--- config.mk ---
export PLATFORM = sky130hd
export DESIGN_NAME = multi_channel_sequencer
export DESIGN_NICKNAME = d
export VERILOG_FILES = /design/src/rtl/multi_channel_sequencer.sv
export SDC_FILE = /design/constraint.sdc
export NUM_CORES = 1
export LEC_CHECK = 0
export ABC_CLOCK_PERIOD_IN_PS = 11000
export CAP_MARGIN = 20
export CORE_MARGIN = 5
export CORE_UTILIZATION = 30
export DETAILED_ROUTE_END_ITERATION = 6
export SLEW_MARGIN = 20
export SYNTH_ARGS = -nofsm -noshare
export SYNTH_HDL_FRONTEND = slang
export SYNTH_SLANG_ARGS = --single-unit
--- constraint.sdc ---
create_clock -name i_clk -period 11 [get_ports i_clk]
set_input_delay 2.2 -clock i_clk [delete_from_list [all_inputs] [get_ports i_clk]]
set_output_delay 2.2 -clock i_clk [all_outputs]
set_load 0.02 [all_outputs]
--- src/rtl/multi_channel_sequencer.sv ---
// multi_channel_sequencer: time-multiplexed N-channel note sequencer sharing one pattern ROM and one note-table ROM
module multi_channel_sequencer #(
  parameter int NUM_CHANNELS = 4,
  parameter int PTR_W = 6,
  parameter int PHASE_W = 16,
  localparam int CH_W = (NUM_CHANNELS > 1) ? $clog2(NUM_CHANNELS) : 1
) (
  input  logic                            i_clk,
  input  logic                            i_rst,
  input  logic                            i_note_stb,
  input  logic                            i_restart,
  input  logic [NUM_CHANNELS-1:0]         i_ch_enable,
  output logic [CH_W+PTR_W-1:0]           o_pat_addr,
  input  logic [15:0]                     i_pat_data,
  output logic [5:0]                      o_note_addr,
  input  logic [PHASE_W-1:0]              i_note_data,
  output logic [NUM_CHANNELS*PHASE_W-1:0] o_phase_delta,
  output logic [NUM_CHANNELS*4-1:0]       o_instrument,
  output logic [NUM_CHANNELS-1:0]         o_gate,
  output logic [NUM_CHANNELS-1:0]         o_load_stb,
  output logic                            o_busy,
  output logic                            o_overrun
);
  typedef enum logic [2:0] {IDLE, CHECK, PAT_REQ, PAT_LATCH, NOTE_REQ, NOTE_LATCH} state_t;
  state_t state_q, state_d;
  logic [CH_W-1:0] ch_q, ch_d;
  logic [NUM_CHANNELS-1:0][PTR_W-1:0] ptr_q, ptr_d;
  logic [NUM_CHANNELS-1:0][4:0] dur_q, dur_d;
  logic [NUM_CHANNELS-1:0][PHASE_W-1:0] phase_q, phase_d;
  logic [NUM_CHANNELS-1:0][3:0] inst_q, inst_d;
  logic [NUM_CHANNELS-1:0] gate_q, gate_d, load_q, load_d;
  logic busy_q, busy_d, ovr_q, ovr_d;
  logic [CH_W+PTR_W-1:0] pat_addr_q, pat_addr_d;
  logic [5:0] note_addr_q, note_addr_d;
  logic [5:0] pitch;
  logic last_ch, adv;
  assign pitch = i_pat_data[15:10];
  assign last_ch = ch_q == CH_W'(NUM_CHANNELS - 1);
  assign o_pat_addr = pat_addr_q;
  assign o_note_addr = note_addr_q;
  assign o_phase_delta = phase_q;
  assign o_instrument = inst_q;
  assign o_gate = gate_q;
  assign o_load_stb = load_q;
  assign o_busy = busy_q;
  assign o_overrun = ovr_q;
  // Sweep FSM: visits each channel once per strobe; only the current channel's state is touched
  always_comb begin
    state_d = state_q;
    ch_d = ch_q;
    ptr_d = ptr_q;
    dur_d = dur_q;
    phase_d = phase_q;
    inst_d = inst_q;
    gate_d = gate_q;
    load_d = '0;
    busy_d = busy_q;
    ovr_d = i_note_stb && busy_q;
    pat_addr_d = pat_addr_q;
    note_addr_d = note_addr_q;
    adv = 1'b0;
    case (state_q)
      IDLE: if (i_note_stb) begin
        state_d = CHECK;
        ch_d = '0;
        busy_d = 1'b1;
      end
      CHECK: if (!i_ch_enable[ch_q]) begin
        gate_d[ch_q] = 1'b0;
        adv = 1'b1;
      end else if (dur_q[ch_q] != 5'd0) begin
        dur_d[ch_q] = dur_q[ch_q] - 5'd1;
        adv = 1'b1;
      end else begin
        pat_addr_d = {ch_q, ptr_q[ch_q]};
        state_d = PAT_REQ;
      end
      PAT_REQ: state_d = PAT_LATCH;
      PAT_LATCH: begin
        dur_d[ch_q] = i_pat_data[9:5];
        ptr_d[ch_q] = i_pat_data[0] ? '0 : ptr_q[ch_q] + 1'b1;
        inst_d[ch_q] = i_pat_data[4:1];
        if (pitch == 6'd0) begin
          phase_d[ch_q] = '0;
          gate_d[ch_q] = 1'b0;
          load_d[ch_q] = 1'b1;
          adv = 1'b1;
        end else begin
          note_addr_d = pitch;
          state_d = NOTE_REQ;
        end
      end
      NOTE_REQ: state_d = NOTE_LATCH;
      NOTE_LATCH: begin
        phase_d[ch_q] = i_note_data;
        gate_d[ch_q] = 1'b1;
        load_d[ch_q] = 1'b1;
        adv = 1'b1;
      end
      default: state_d = IDLE;
    endcase
    if (adv) begin
      state_d = last_ch ? IDLE : CHECK;
      ch_d = last_ch ? '0 : ch_q + 1'b1;
      busy_d = !last_ch;
    end
    if (i_restart) begin
      state_d = IDLE;
      ch_d = '0;
      ptr_d = '0;
      dur_d = '0;
      phase_d = '0;
      inst_d = '0;
      gate_d = '0;
      load_d = '0;
      busy_d = 1'b0;
      ovr_d = 1'b0;
      pat_addr_d = '0;
      note_addr_d = '0;
    end
  end
  // State and per-channel registers
  always_ff @(posedge i_clk or posedge i_rst) begin
    if (i_rst) begin
      state_q <= IDLE;
      ch_q <= '0;
      ptr_q <= '0;
      dur_q <= '0;
      phase_q <= '0;
      inst_q <= '0;
      gate_q <= '0;
      load_q <= '0;
      busy_q <= 1'b0;
      ovr_q <= 1'b0;
      pat_addr_q <= '0;
      note_addr_q <= '0;
    end else begin
      state_q <= state_d;
      ch_q <= ch_d;
      ptr_q <= ptr_d;
      dur_q <= dur_d;
      phase_q <= phase_d;
      inst_q <= inst_d;
      gate_q <= gate_d;
      load_q <= load_d;
      busy_q <= busy_d;
      ovr_q <= ovr_d;
      pat_addr_q <= pat_addr_d;
      note_addr_q <= note_addr_d;
    end
  end
endmodule

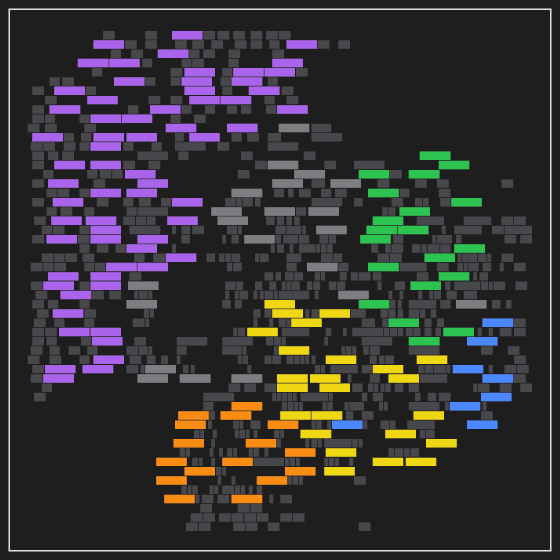
**Above:** run 1 (where the registers sit).
Other sequential cells in the stronger gray, the rest of the logic in the fainter gray.
Key: `o_instrument` = orange [placed flops 16, where south]; `o_phase_delta` = purple [placed flops 64]; `o_pat_addr` = blue [placed flops 8]; `ptr_q` = yellow [placed flops 24]; `dur_q` = green [placed flops 20, where east]

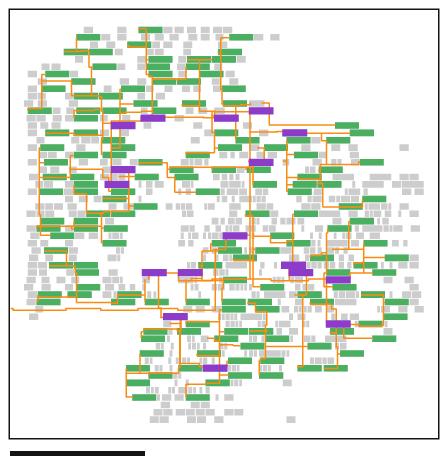
**Above:** run 1 (routed clock nets over the placement).
The bar under the picture is 50 µm long.
Key: clock-net drivers = purple [count 17]; clock wires = orange [length 1930 µm]; flip-flops = green [count 153]
There are 18 routed clock nets. Position of the flops: widely spread.
Worst-Skew Late Latency: 0.42 ns
Clock Skews: 0.00934 ns
P_clk: 567 µW
clock network power share: 40.9%

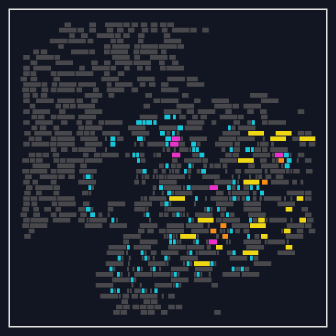
**Above:** run 1 (selected gate families).
Key: mux cells = yellow [cells 20, most used mux4_2]; fa/ha/maj cells = magenta [cells 6, most used ha_1, where center]; xor and xnor cells = orange [cells 5, most used xnor2_1]; aoi and oai cells = cyan [cells 89, most used a21oi_1]

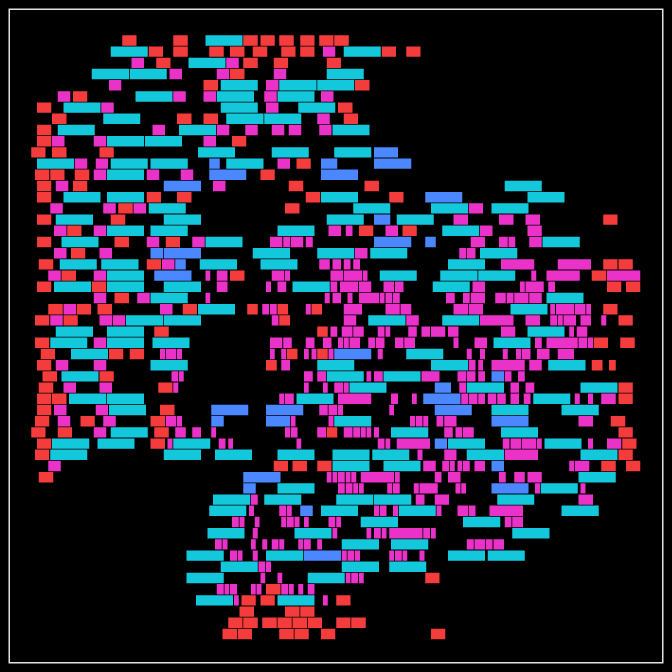
**Above:** run 1 (cell classes on the final placement).
Key: registers = cyan [cells 153]; remaining buffers and delay cells = red [cells 153]; remaining logic cells = magenta [cells 383]; clock drivers and dummy loads = blue [cells 32]

==> flow_summary.yaml, run 1 <==
# flow metrics
outcome:
  status: "completed"
worst_setup_path:
  crit_start: "i_ch_enable[1]"
  cpMaxStageDelayCell: "o21a_1"
  path_class: "in -> reg"
  crit_arrival_ns: 4.43
  end_kind: "register"
min_path:
  min_to: "dur_q[7]$_DFFE_PP0P_"
global_route:
  track_usage_pct: 15.6
  antenna_found_initial: 0
  grt_overflow: 0
yosys:
  syn_inst: 579
  ys_sh_adder_pct: 1.14
  ys.flops: 153
sta:
  setup-violations-final: 0
  fin_crit_sh_pct: 37.5
power_and_ir_drop:
  pwr-share-comb_pct: 16.1
  p_switching_uw: 424
clock_tree:
  cts_made_buffers: 17
die:
  die_w_um: 158
routing:
  wirelength_um: 19500
placement:
  io_buffers: 143
  place_inst: 969
-- run 1: layout make-up --
cell class | count | area [µm²] | area share, %
clock buffers | 17 | 425 | 4.80
clock inverters | 15 | 150 | 1.69
inverters | 7 | 31.3 | 0.353
multi-input cells | 376 | 2570 | 29.0
flip-flops and latches | 153 | 3830 | 43.2
well taps | 280 | 350 | 3.95
repair buffers | 153 | 1500 | 16.9
-- run 1: metrics by stage --
step,hold WS (ns),utilization (%)
6_report,0.491,40.7
3_5_place_dp,0.479,38.1
4_1_cts,0.494,40.7
5_1_grt,0.511,40.7
2_1_floorplan,0.461,-
3_3_place_gp,0.476,38.1
-- run 1: layer usage --
metal	part of all wire (%)	track usage (%)	up-vias
li1	-	-	2379
met1	46	22.0	2602
met2	45	23.1	166
met3	8.0	5.63	15
met4	0.98	3.61	0
met5	0	0	-
**Run 1: clock nets**

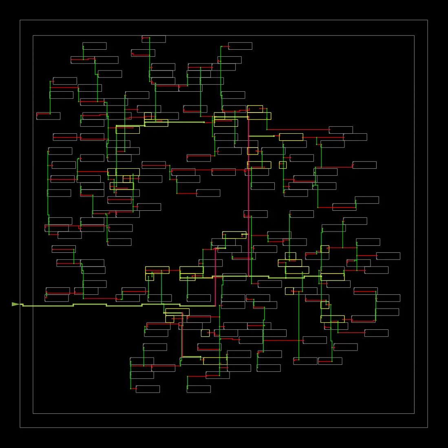

==> run 2: changes to the inputs <==
- ABC_CLOCK_PERIOD_IN_PS: 11000 -> 3300
- clock period: 11 -> 3.3 ns (I/O delays scaled with it)
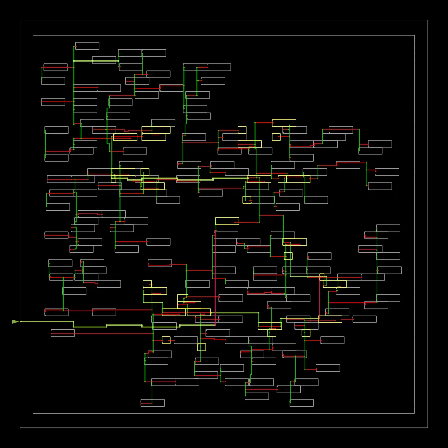
**Above:** run 2 (clock nets).
total CTS buffers: 17
Clock Skews: 0.0117 ns
clock sink count: 153
P_clk: 1.93 mW

==> run 2 against run 1 <==
Die size is the same. Critical path depth grew 2. Wire length grew 1.7%. Register-to-register slack lost 7.1 ns. Non-clock buffer count grew 9. Cell count grew 0.90%. Sequential cell count is the same. Sequential power grew to 3.3 times the previous value. Area after synthesis is the same. Via count shrank 0.15%. Clock skew grew 0.0024 ns.
==> flow_summary.yaml, run 2 <==
# flow metrics
die:
  ios: 144
  chipArea_um2: 25100
  tap_cells: 280
  die_w_um: 158
yosys:
  top_area_cell: "dfrtp_1"
  ys_cells: 579
  ys_sh_simple_pct: 12.7
  syn_inst: 579
  yosysMostFrequentCell: "dfrtp_1"
  ys.flops: 153
  yosysWarningCount: 0
  ys_sh_adder_pct: 1.14
placement:
  io_buffers: 143
finish:
  num-nonclk-inverters: 7
  clock_area_share_pct: 6.41
  sh_comb_area_pct: 28.7
  comb_area_um2: 2570
  buffers: 162
  bufAreaShareNonClock_pct: 17.8
  nets: 763
  largest_cell_class: "sequential cells"
  seq_cells: 153
  clkbuf_count: 17
  comb_cells: 376
  seq_share_pct: 42.8
  seqCellArea_um2: 3830
worst_setup_path:
  end_kind: "register"
  cpMaxStageDelayCell: "or4_4"
  crit_arrival_ns: 2.99
  r2r_setup_slack_ns: 0.60
  crit_start: "ch_q[1]$_DFFE_PP0P_"
  path_class: "reg -> reg"
power_and_ir_drop:
  leakage_nw: 3.78
  p_int_mw: 3.29
  power_switching_share_pct: 29.8
  power_leader: "sequential cells"
  clkPwrFrac_pct: 41.1
  pwr-share-comb_pct: 16.8
  p_switching_mw: 1.40
routing:
  drt-initial-drc-count: 321
  wirelength_um: 19900
  routed_via_density: 5.10
global_route:
  antenna_found_initial: 1
  track_usage_pct: 16.3
  grt_overflow: 0
clock_tree:
  ctsHoldBuffers: 0
sta:
  setup-violations-final: 0
  fin_crit_sh_pct: 81.7
outcome:
  status: "completed"
min_path:
  min_to: "dur_q[14]$_DFFE_PP0P_"
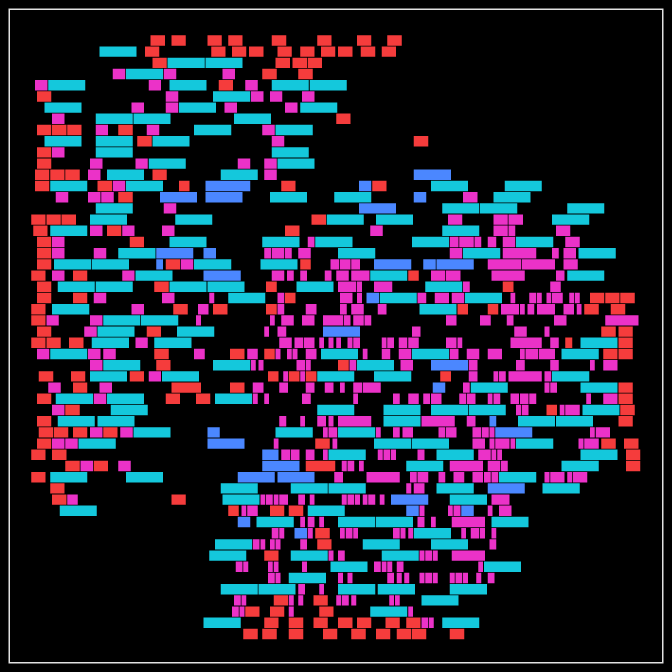
**Above:** run 2 (cell classes on the final placement).
Key: remaining logic cells = magenta [cells 383]; remaining buffers and delay cells = red [cells 162]; registers = cyan [cells 153]; clock drivers and dummy loads = blue [cells 32]

## run 2: through the flow
| step | power [mW] | instances | instance area (µm²) | utilization (%) | hold slack, ns |
|---|---|---|---|---|---|
| after global routing | 4.91 | 1010 | 8950 | 41.1 | 0.522 |
| after CTS | 4.74 | 1010 | 8950 | 41.1 | 0.502 |
| after floorplan | 2.52 | 579 | 6610 | - | 0.461 |
| final | 4.68 | 1010 | 8950 | 41.1 | 0.505 |
| after global placement | 2.79 | 978 | 8370 | 38.5 | 0.479 |
| after detailed placement | 2.79 | 978 | 8370 | 38.5 | 0.483 |
## run 2: metal layers
metal / GRT usage (%) / part of all wire, %
met1: 22.0 / 45
met2: 24.9 / 46
met3: 6.25 / 8.7
met4: 3.61 / 0.53
met5: 0 / 0.065
**Run 2: selected gate families**

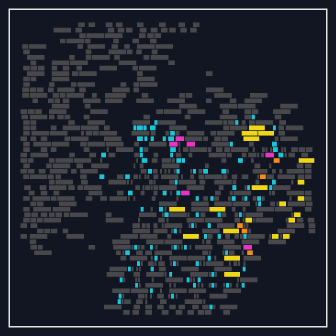

==> run 3: changes to the inputs <==
- ABC_CLOCK_PERIOD_IN_PS: 3300 -> 2150
- clock period: 3.3 -> 2.15 ns (I/O delays scaled with it)
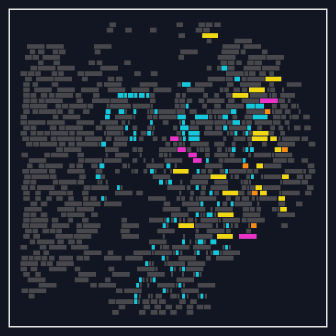
**Above:** run 3 (selected gate families).
Key: mux cells = yellow [cells 20, most used mux4_2, where east]; fa/ha/maj cells = magenta [cells 6, most used ha_1, where center]; xor and xnor cells = orange [cells 5, most used xnor2_1, where east]; aoi and oai cells = cyan [cells 89, most used a21oi_1]
logic share of the area: 28.1%
Layout Cells excl Fill: 1072
Commonest Layout Cell: dfrtp_1

==> run 3 against run 2 <==
The flow now finishes with violations (negative setup slack). Clock-buffer cell count rose by 1. Critical endpoint is now dur_q[15]$_DFFE_PP0P_. Sequential cell count did not move. Die size did not move. Cell count rose by 6.1%. Synthesized cell count did not move. Via count rose by 6.9%. Worst hold slack got worse by 0.24 ns.
==> flow_summary.yaml, run 3 <==
# flow metrics
outcome:
  status: "finished, violations left"
  violations: "negative setup slack"
clock_tree:
  ctsHoldBuffers: 0
  numClockSinks: 153
  clock_latency_ns: 0.43
worst_setup_path:
  r2r_setup_slack_ns: -0.31
  cpMaxStageDelayCell: "or4_4"
  end_kind: "register"
  path_class: "reg -> reg"
  crit_start: "ch_q[1]$_DFFE_PP0P_"
global_route:
  use_met1_pct: 23.0
  grt_use_met2_pct: 26.7
  globalRoute.busiestLayer: "met2"
  track_usage_pct: 17.4
  use_met3_pct: 7.23
  grt_overflow: 0
power_and_ir_drop:
  finalPower_mw: 8.18
  clock_net_power_mw: 3.32
  power_switching_share_pct: 28.6
  p_int_mw: 5.84
  clkPwrFrac_pct: 40.6
  p_switching_mw: 2.34
  power_leader: "clock"
finish:
  nets: 824
  fin_util_pct: 45.1
sta:
  slew_headroom_pct: 68.1
  fin_crit_sh_pct: 115
  hold_slack_ns: 0.269
  finalWorstSetupSlack_ns: -0.315
  setup-violations-final: 35
yosys:
  yosysMostFrequentCell: "dfrtp_1"
  syn_inst: 579
  ys_cells: 579
  ys_sh_simple_pct: 12.7
  ys.flops: 153
  yosysWarningCount: 0
  top_area_cell: "dfrtp_1"
placement:
  placed_cell_area_um2: 8960
  place_inst: 1030
  io_buffers: 143
routing:
  routed_via_density: 5.14
  wirelength_um: 21200
  drt-initial-drc-count: 436
die:
  chipArea_um2: 25100
  ios: 144
  die_w_um: 158
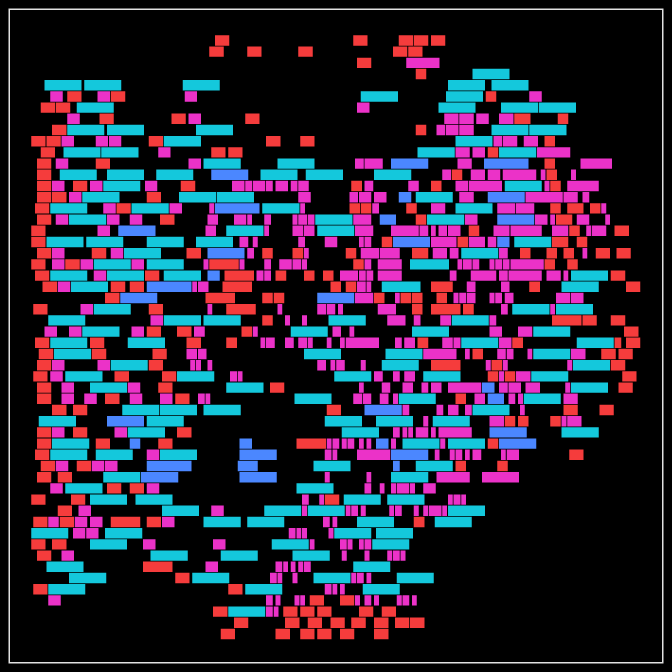
**Above:** run 3 (cell classes on the final placement).
Key: clock drivers and dummy loads = blue [cells 32]; remaining buffers and delay cells = red [cells 223]; registers = cyan [cells 153]; remaining logic cells = magenta [cells 383]

[run 3: routing by layer]
metal / share of wire [%] / vias to the layer above
met1: 44 / 2787
met5: 0 / -
met3: 9.5 / 14
met2: 45 / 198
li1: - / 2511
met4: 0.95 / 0
[run 3: layout make-up]
| class | count | area [µm²] | area share (%) |
|---|---|---|---|
| Clock buffer | 18 | 439 | 4.48 |
| Timing Repair Buffer | 223 | 2190 | 22.3 |
| Inverter | 7 | 30.0 | 0.306 |
| Multi-Input combinational cell | 376 | 2750 | 28.1 |
| Sequential cell | 153 | 3830 | 39.1 |
| Antenna cell | 1 | 2.50 | 0.0255 |
| Tap cell | 280 | 350 | 3.57 |
| Clock inverter | 14 | 208 | 2.12 |
Power and IR drop assume default switching activity.
